## config.mk

```make
export PLATFORM = sky130hd
export DESIGN_NAME = rca_nibble_serial_adder
export DESIGN_NICKNAME = d
export VERILOG_FILES = /design/src/rtl/rca_nibble_serial_adder.sv
export SDC_FILE = /design/constraint.sdc
export NUM_CORES = 1
export LEC_CHECK = 0
export CAP_MARGIN = 40
export CORE_MARGIN = 1
export CORE_UTILIZATION = 40
export CTS_CLUSTER_DIAMETER = 80
export DETAILED_ROUTE_END_ITERATION = 10
export DONT_BUFFER_PORTS = 1
export PLACE_DENSITY = 0.65
export SYNTH_ARGS = -nofsm -noshare
export SYNTH_HDL_FRONTEND = slang
export SYNTH_HIERARCHICAL = 1
export SYNTH_SLANG_ARGS = --single-unit
```

## constraint.sdc

```tcl
create_clock -name clk -period 3 [get_ports clk]
set_clock_uncertainty 0.1 [all_clocks]
set_input_delay 0.3 -clock clk [delete_from_list [all_inputs] [get_ports clk]]
set_output_delay 0.3 -clock clk [all_outputs]
set_load 0.02 [all_outputs]
```

## src/rtl/rca_nibble_serial_adder.sv

```systemverilog
// rca_nibble_serial_adder: digit-serial WIDTH-bit adder built around a single
// 4-bit ripple-carry adder (RCA). One nibble is added per clock, starting
// from the least significant nibble, with the carry kept in a register
// between nibbles.
// Handshakes: operands are accepted with in_valid/in_ready, and the result is
// returned with out_valid/out_ready.
// Optional build macro RCA_SERIAL_OVF_EN adds a registered signed-overflow
// output (ovf).

// 4-bit ripple-carry nibble adder
module RCA (
  input  logic [3:0] a,
  input  logic [3:0] b,
  input  logic       cin,
  output logic [3:0] s,
  output logic       cout
);
  logic [4:0] c_s;

  // Ripple the carry through four full-adder bit slices
  always_comb begin
    c_s    = 5'd0;
    s      = 4'd0;
    c_s[0] = cin;
    for (int i = 0; i < 4; i++) begin
      s[i]     = a[i] ^ b[i] ^ c_s[i];
      c_s[i+1] = (a[i] & b[i]) | (c_s[i] & (a[i] ^ b[i]));
    end
    cout = c_s[4];
  end
endmodule

module rca_nibble_serial_adder #(
  parameter int WIDTH = 16
) (
  input  logic             clk,
  input  logic             rst_n,
  input  logic             in_valid,
  output logic             in_ready,
  input  logic [WIDTH-1:0] a,
  input  logic [WIDTH-1:0] b,
  input  logic             cin,
  output logic             out_valid,
  input  logic             out_ready,
  output logic [WIDTH-1:0] sum,
`ifdef RCA_SERIAL_OVF_EN
  output logic             ovf,
`endif
  output logic             cout,
  output logic             busy
);
  localparam int NIB = WIDTH / 4;
  // Counter only has to reach NIB-1, so it never wraps while in RUN
  localparam int CW  = (NIB > 1) ? $clog2(NIB) : 1;
  // Partial-result register holds the NIB-1 nibbles below the final one
  localparam int RW  = (WIDTH > 4) ? (WIDTH - 4) : 4;
  localparam logic [CW-1:0] CNT_LAST = CW'(NIB - 1);

  localparam logic [1:0] IDLE = 2'd0;
  localparam logic [1:0] RUN  = 2'd1;
  localparam logic [1:0] DONE = 2'd2;

  logic [1:0]       state_q, state_d;
  logic [WIDTH-1:0] a_q, a_d;
  logic [WIDTH-1:0] b_q, b_d;
  logic             carry_q, carry_d;
  logic [CW-1:0]    cnt_q, cnt_d;
  logic [RW-1:0]    res_q, res_d;
  logic [WIDTH-1:0] sum_q, sum_d;
  logic             cout_q, cout_d;
  logic             valid_q, valid_d;

  logic [3:0]       rca_s;
  logic             rca_cout;
  logic [RW-1:0]    res_shift_s;
  logic [WIDTH-1:0] sum_next_s;

`ifdef RCA_SERIAL_OVF_EN
  logic a_msb_q, a_msb_d;
  logic b_msb_q, b_msb_d;
  logic ovf_q, ovf_d;
`endif

  RCA u_rca (
    .a    (a_q[3:0]),
    .b    (b_q[3:0]),
    .cin  (carry_q),
    .s    (rca_s),
    .cout (rca_cout)
  );

  // New nibbles enter the partial result from the MSB end; the final nibble
  // goes straight into the sum without passing through the partial register
  generate
    if (WIDTH == 4) begin : g_w4
      assign res_shift_s = res_q;
      assign sum_next_s  = rca_s;
    end else if (WIDTH == 8) begin : g_w8
      assign res_shift_s = rca_s;
      assign sum_next_s  = {rca_s, res_q};
    end else begin : g_wn
      assign res_shift_s = {rca_s, res_q[RW-1:4]};
      assign sum_next_s  = {rca_s, res_q};
    end
  endgenerate

  // Next-state and datapath control for IDLE / RUN / DONE
  always_comb begin
    state_d = state_q;
    a_d     = a_q;
    b_d     = b_q;
    carry_d = carry_q;
    cnt_d   = cnt_q;
    res_d   = res_q;
    sum_d   = sum_q;
    cout_d  = cout_q;
    valid_d = valid_q;
`ifdef RCA_SERIAL_OVF_EN
    a_msb_d = a_msb_q;
    b_msb_d = b_msb_q;
    ovf_d   = ovf_q;
`endif
    case (state_q)
      IDLE: begin
        if (in_valid) begin
          a_d     = a;
          b_d     = b;
          carry_d = cin;
          cnt_d   = {CW{1'b0}};
          res_d   = {RW{1'b0}};
          state_d = RUN;
`ifdef RCA_SERIAL_OVF_EN
          a_msb_d = a[WIDTH-1];
          b_msb_d = b[WIDTH-1];
`endif
        end else begin
          state_d = IDLE;
        end
      end
      RUN: begin
        a_d     = a_q >> 4;
        b_d     = b_q >> 4;
        carry_d = rca_cout;
        res_d   = res_shift_s;
        cnt_d   = cnt_q + CW'(1);
        if (cnt_q == CNT_LAST) begin
          cnt_d   = {CW{1'b0}};
          sum_d   = sum_next_s;
          cout_d  = rca_cout;
          valid_d = 1'b1;
          state_d = DONE;
`ifdef RCA_SERIAL_OVF_EN
          ovf_d   = (a_msb_q == b_msb_q) && (sum_next_s[WIDTH-1] != a_msb_q);
`endif
        end else begin
          state_d = RUN;
        end
      end
      DONE: begin
        if (out_ready) begin
          valid_d = 1'b0;
          state_d = IDLE;
        end else begin
          state_d = DONE;
        end
      end
      default: begin
        valid_d = 1'b0;
        state_d = IDLE;
      end
    endcase
  end

  // State registers with synchronous active-low reset
  always_ff @(posedge clk) begin
    if (!rst_n) begin
      state_q <= IDLE;
      a_q     <= {WIDTH{1'b0}};
      b_q     <= {WIDTH{1'b0}};
      carry_q <= 1'b0;
      cnt_q   <= {CW{1'b0}};
      res_q   <= {RW{1'b0}};
      sum_q   <= {WIDTH{1'b0}};
      cout_q  <= 1'b0;
      valid_q <= 1'b0;
`ifdef RCA_SERIAL_OVF_EN
      a_msb_q <= 1'b0;
      b_msb_q <= 1'b0;
      ovf_q   <= 1'b0;
`endif
    end else begin
      state_q <= state_d;
      a_q     <= a_d;
      b_q     <= b_d;
      carry_q <= carry_d;
      cnt_q   <= cnt_d;
      res_q   <= res_d;
      sum_q   <= sum_d;
      cout_q  <= cout_d;
      valid_q <= valid_d;
`ifdef RCA_SERIAL_OVF_EN
      a_msb_q <= a_msb_d;
      b_msb_q <= b_msb_d;
      ovf_q   <= ovf_d;
`endif
    end
  end

  assign in_ready  = (state_q == IDLE);
  assign busy      = (state_q != IDLE);
  assign out_valid = valid_q;
  assign sum       = sum_q;
  assign cout      = cout_q;
`ifdef RCA_SERIAL_OVF_EN
  assign ovf       = ovf_q;
`endif
endmodule

```

Run 1, sizing map:
Scale: 3 px per um.
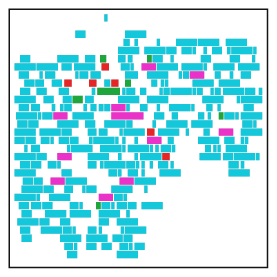
Green stands for _2 cells, cells 7. Red stands for _3 and _4 cells, cells 6. Magenta stands for _6 and larger, cells 11. Cyan stands for _0 and _1 cells, cells 260.

Run 1, cells coloured by class:
Scale: 6 px per um.
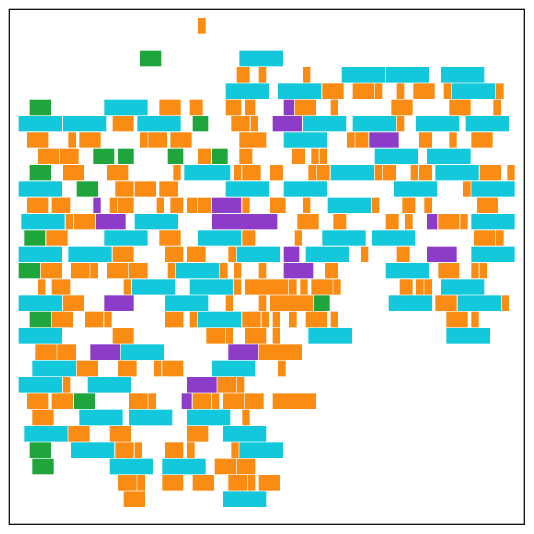
Green stands for other buffers and delay cells, cells 16, share of their area 5.0%. Orange stands for combinational and other logic, cells 185, share of their area 43%. Cyan stands for flops, cells 67, share of their area 45%. Purple stands for clock drivers and dummy loads, cells 16, share of their area 6.5%.

Run 1, met3 routing:
Scale: 4 px per um.
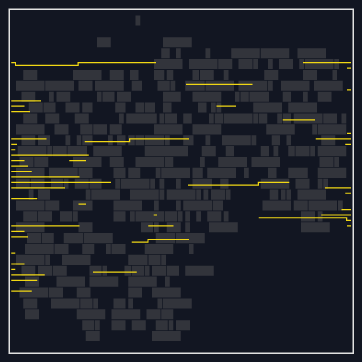
The longest straight run is 24.6 um. The layer carries 383 um of wire. The layer holds 6.6% of the routed length.

==> Changelog: implementation, run 1 <==
### Physical design

- Top cell excl fill/tap: dfxtp_1
- CP cell instances: fa_1 -> inv_1 -> fa_1 -> inv_1 -> fa_1 -> inv_1 -> fa_1 -> inv_1 -> nand2_1 -> o22ai_1
- Dpl cell area: 0.002773 mm^2
- DP HPWL: 3.656 mm
- Final nets: 321
- CP startpoint: a_q[0]$_SDFFE_PN0P_
- CP max stage cell: fa_1
- Worst setup SP type: flip-flop
- Die span in x: 85.60 um
- Status: complete, no violations
- CP max FO: 2
- Worst setup EP type: flip-flop
- Comb_multi_in: 173
- Final core utilization: 45.54%
- Via density: 5.530
- Seq. cell area: 0.001343 mm^2
- Slew margin rel.: 42.03%
- Core ar.: 0.006756 mm^2
- DR vias: 2013
- Clock power share: 39.3%
- Logic pwr share: 9.2%
- Max-slew violation count: 0
- Peak supply drop: 0.0003986 V
- YS warnings: 6
==> run 1: cells in the mapped netlist <==
| cell | number |
|---|---|
| dfxtp_1 | 67 |
| fa_1 | 4 |
| nand2b_1 | 4 |
| o32ai_1 | 26 |
| buf_6 | 6 |
| nor4bb_1 | 1 |
| or2_2 | 2 |
| inv_1 | 12 |
| mux2i_1 | 42 |
| nand2_1 | 63 |
| or3b_1 | 1 |
| buf_4 | 2 |
| o21bai_1 | 1 |
| clkbuf_1 | 5 |
| nor2_1 | 1 |
| o21a_1 | 1 |
| a21oi_1 | 2 |
| a32o_1 | 8 |
| o22ai_1 | 14 |
| nand3b_1 | 1 |
| o21ba_2 | 1 |
| ha_1 | 1 |
| buf_2 | 12 |
Run 1, clock nets:
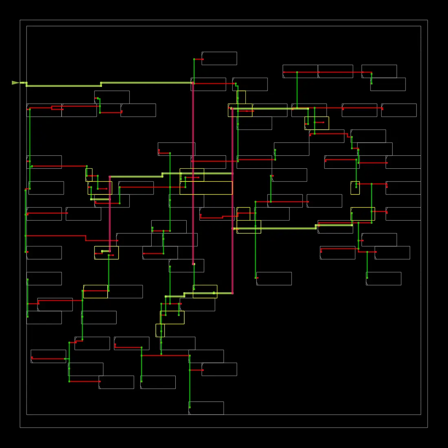

==> inputs of run 2 (changes only) <==
Clock period 3 ns to 2.25 ns, I/O delays scaled along.
Run 2, clock nets:
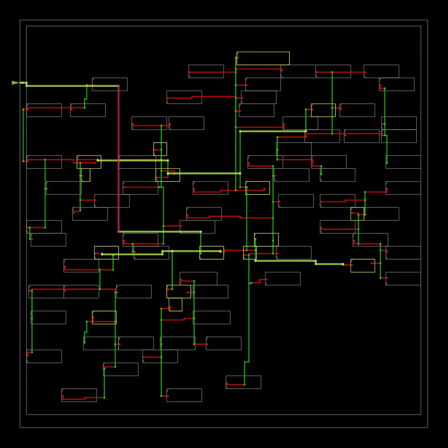
Clock group: 1010 uW
clock tree sinks: 67
clock latency on the worst-skew pair: 0.34 ns

==> Changelog: implementation, run 2 <==
### Physical design

- Status: complete, no violations
- Peak supply drop: 0.0004999 V (+25%)
- Post-CTS Hold Fix Bufs: 20
- Top cell excl fill/tap: dfxtp_1
- Via density: 5.480 (-0.91%)
- Reg power frac: 49.7%
- Worst hold margin: 0.01865 ns
- Final nets: 332 (+3.4%)
- CP max FO: 2 (unchanged)
- Hold_sp: b[10]
- Worst setup EP type: flip-flop
- Logic pwr share: 10.9% (+1.7 points)
- Slew margin rel.: 49.11% (+7.1 points)
- CP startpoint: carry_q$_SDFFE_PN0P_
- Sequential Power: 1270 uW
- Clock power share: 39.4% (about the same)
- Comb pwr: 279 uW
- Syn Area/Cell: 10.09 um^2
- CP arrival: 2.35 ns
- Core ar.: 0.006756 mm^2 (unchanged)
- CP cell instances: fa_2 -> inv_2 -> fa_2 -> inv_2 -> fa_2 -> inv_2 -> fa_1 -> inv_1 -> nand2_2 -> o22ai_1
- Most frequent cells after synthesis: dfxtp_1, nand2_1, mux2i_1
- Synth area leader: dfxtp_1
- Worst slack, placed: 0.03387 ns
- Switching Fraction: 25.55%
- Leakage: 0.001270 uW
- CTS Buf Count: 9
- EDFF count, synth: 0 (unchanged)
- Dominant synthesized flop cell: dfxtp_1
- Chip area: 0.007327 mm^2
- Setup TNS: 0 ns
- Async set or reset register ratio after synthesis: 0% (unchanged)
- Max Used Layer: met4
- Cell with the most instances after synthesis: dfxtp_1
- DP HPWL: 3.613 mm (-1.2%)
- Synth top area share: 47.99%
- R2R Path Start: carry_q$_SDFFE_PN0P_
- Non-filler cells, final: 375
- Final core utilization: 47.85% (+2.3 points)
- CP max stage cell: fa_1
- Remaining antenna violation count: 0
- Worst setup SP type: flip-flop
- Dpl cell area: 0.002800 mm^2 (+0.99%)
- Die H: 85.60 um
- YS warnings: 6 (unchanged)
- Die span in x: 85.60 um (unchanged)
- Max-slew violation count: 0 (unchanged)
- Top pwr grp: sequential cells
Run 2, signal metal coverage by tile:
Scale: 4 px per um. 17 x 17 tiles, from dark purple (low) to yellow (high), scaled to the fullest tile. Values are wire area over tile area, all layers added.
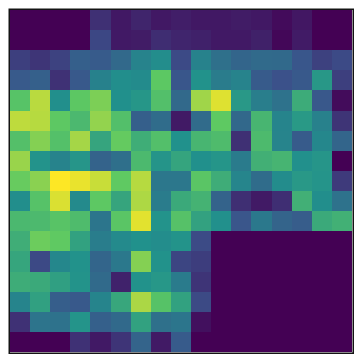
33% of the tiles are over half the peak. The emptiest ninth of the die: bottom right. 21% of the tiles are nearly empty. The mean over all tiles is 0.13. The densest ninth of the die: left middle. The fullest tile reaches 0.37.
gr usage total: 18.05%
WL final: 6.163 mm
DR vias: 2055
routed len/inst: 16.43 um

-- run 2: cell types whose count changed in the layout (fill, tap and decap cells not counted), moves of 3 or more --
cell,change
dlygate4sd3_1,+8
clkinvlp_4,+3
inv_1,-3
inv_2,+3
fa_1,-3
fa_2,+3
-- run 2: routing by layer --
metal	track usage (%)	up-vias
met4	5.000	0
met3	8.181	2
li1	-	1017
met2	29.82	51
met1	21.21	985
met5	0	-
-- run 2: cell type report --
class / instances / area, um^2
fill: 647 / 3523
sequential: 67 / 1345
multi-input combinational: 173 / 1257
timing repair buffer: 27 / 282.8
clock buffer: 10 / 137.6
tap: 80 / 100.1
clock inverter: 6 / 65.06
inverter: 12 / 45.04
Run 2, sizing map:
Scale: 3 px per um.
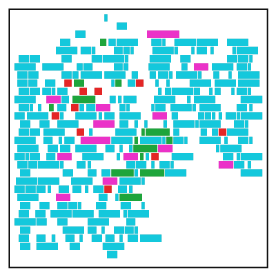

==> inputs of run 3 (changes only) <==
Settings changed: PLACE_DENSITY 0.65 to unset, PLACE_DENSITY_LB_ADDON set to 0.25.
Run 3, sizing map:
Scale: 3 px per um.
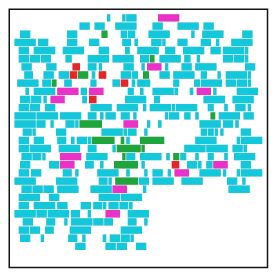
Green stands for _2 cells, cells 16. Red stands for _3 and _4 cells, cells 6. Magenta stands for _6 and larger, cells 13. Cyan stands for _0 and _1 cells, cells 268.
setup ws final: 0.07736 ns
nonclk buf count: 36
Layout Cell Area excl Fill: 0.003296 mm^2
P&R area growth vs syn: 17.91%

Run 3, cells coloured by class:
Scale: 6 px per um.
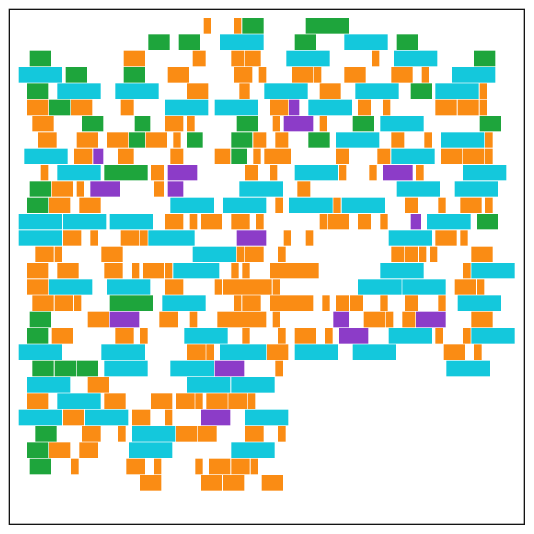
Green stands for other buffers and delay cells, cells 36, share of their area 12%. Purple stands for clock drivers and dummy loads, cells 15, share of their area 5.2%. Cyan stands for flops, cells 67, share of their area 42%. Orange stands for combinational and other logic, cells 185, share of their area 41%.

==> Changelog: implementation, run 3 <==
### Physical design

- Status: complete, no violations
- Peak supply drop: 0.0003706 V (-26%)
- Synth top area share: 47.99% (unchanged)
- Non-filler cells, final: 383 (+2.1%)
- Synth area leader: dfxtp_1
- Setup TNS: 0 ns (unchanged)
- Die span in x: 85.60 um (unchanged)
- Clock tree sinks: 67 (unchanged)
- Logic pwr share: 11.4% (+0.5 points)
- Comb pwr: 276 uW (about the same)
- Reg power frac: 52.9% (+3.2 points)
- Clock power share: 35.6% (-3.8 points)
- Met3 Use GR: 7.411% (-0.77 points)
- DP HPWL: 3.675 mm (+1.7%)
- Remaining antenna violation count: 0 (unchanged)
- Gr usage total: 18.27% (+0.22 points)
- YS warnings: 6 (unchanged)
- Top pwr grp: sequential cells
- DR vias: 2145 (+4.4%)
- CP arrival: 2.33 ns (-0.02 ns)
- CP max FO: 2 (unchanged)
- Filler Cells Inserted: 677 (+4.6%)
- Final core utilization: 48.78% (+0.93 points)
- WL final: 6.292 mm (+2.1%)
- Slew margin rel.: 49.58% (+0.47 points)
- R2R Path Start: carry_q$_SDFFE_PN0P_
- Cell with the most instances after synthesis: dfxtp_1
- Grt met2 use: 31.05% (+1.2 points)
- Clock group: 859 uW (-10%)
- Top cell excl fill/tap: dfxtp_1
- Clock latency on the worst-skew pair: 0.34 ns (about the same)
- Routed len/inst: 16.43 um (about the same)
- Final nets: 341 (+2.7%)
- CP max stage cell: fa_1
- Hold_sp: rst_n
- Busiest grt layer: met2
- CTS Buf Count: 9 (unchanged)
- Max Used Layer: met4
- Worst setup EP type: flip-flop
- Most frequent cells after synthesis: dfxtp_1, nand2_1, mux2i_1
- Via density: 5.601 (+2.2%)
- CP startpoint: carry_q$_SDFFE_PN0P_
run 3: cell types whose count changed in the layout (fill, tap and decap cells not counted):
cell	previous run	this run
buf_16	1	0
clkinvlp_4	4	2
bufinv_16	1	0
buf_12	1	3
clkinv_2	1	3
buf_4	6	4
dlygate4sd3_1	19	29
run 3: area by class of cell:
| type | instances | area [um^2] | share of cell area, % |
|---|---|---|---|
| Sequential cell | 67 | 1345 | 40.81 |
| Multi-Input combinational cell | 173 | 1257 | 38.16 |
| Timing Repair Buffer | 36 | 380.4 | 11.54 |
| Clock buffer | 10 | 137.6 | 4.176 |
| Tap cell | 80 | 100.1 | 3.037 |
| Inverter | 12 | 45.04 | 1.367 |
| Clock inverter | 5 | 30.03 | 0.9112 |
Power figures rest on the tool's default switching activity, not on a simulated workload.
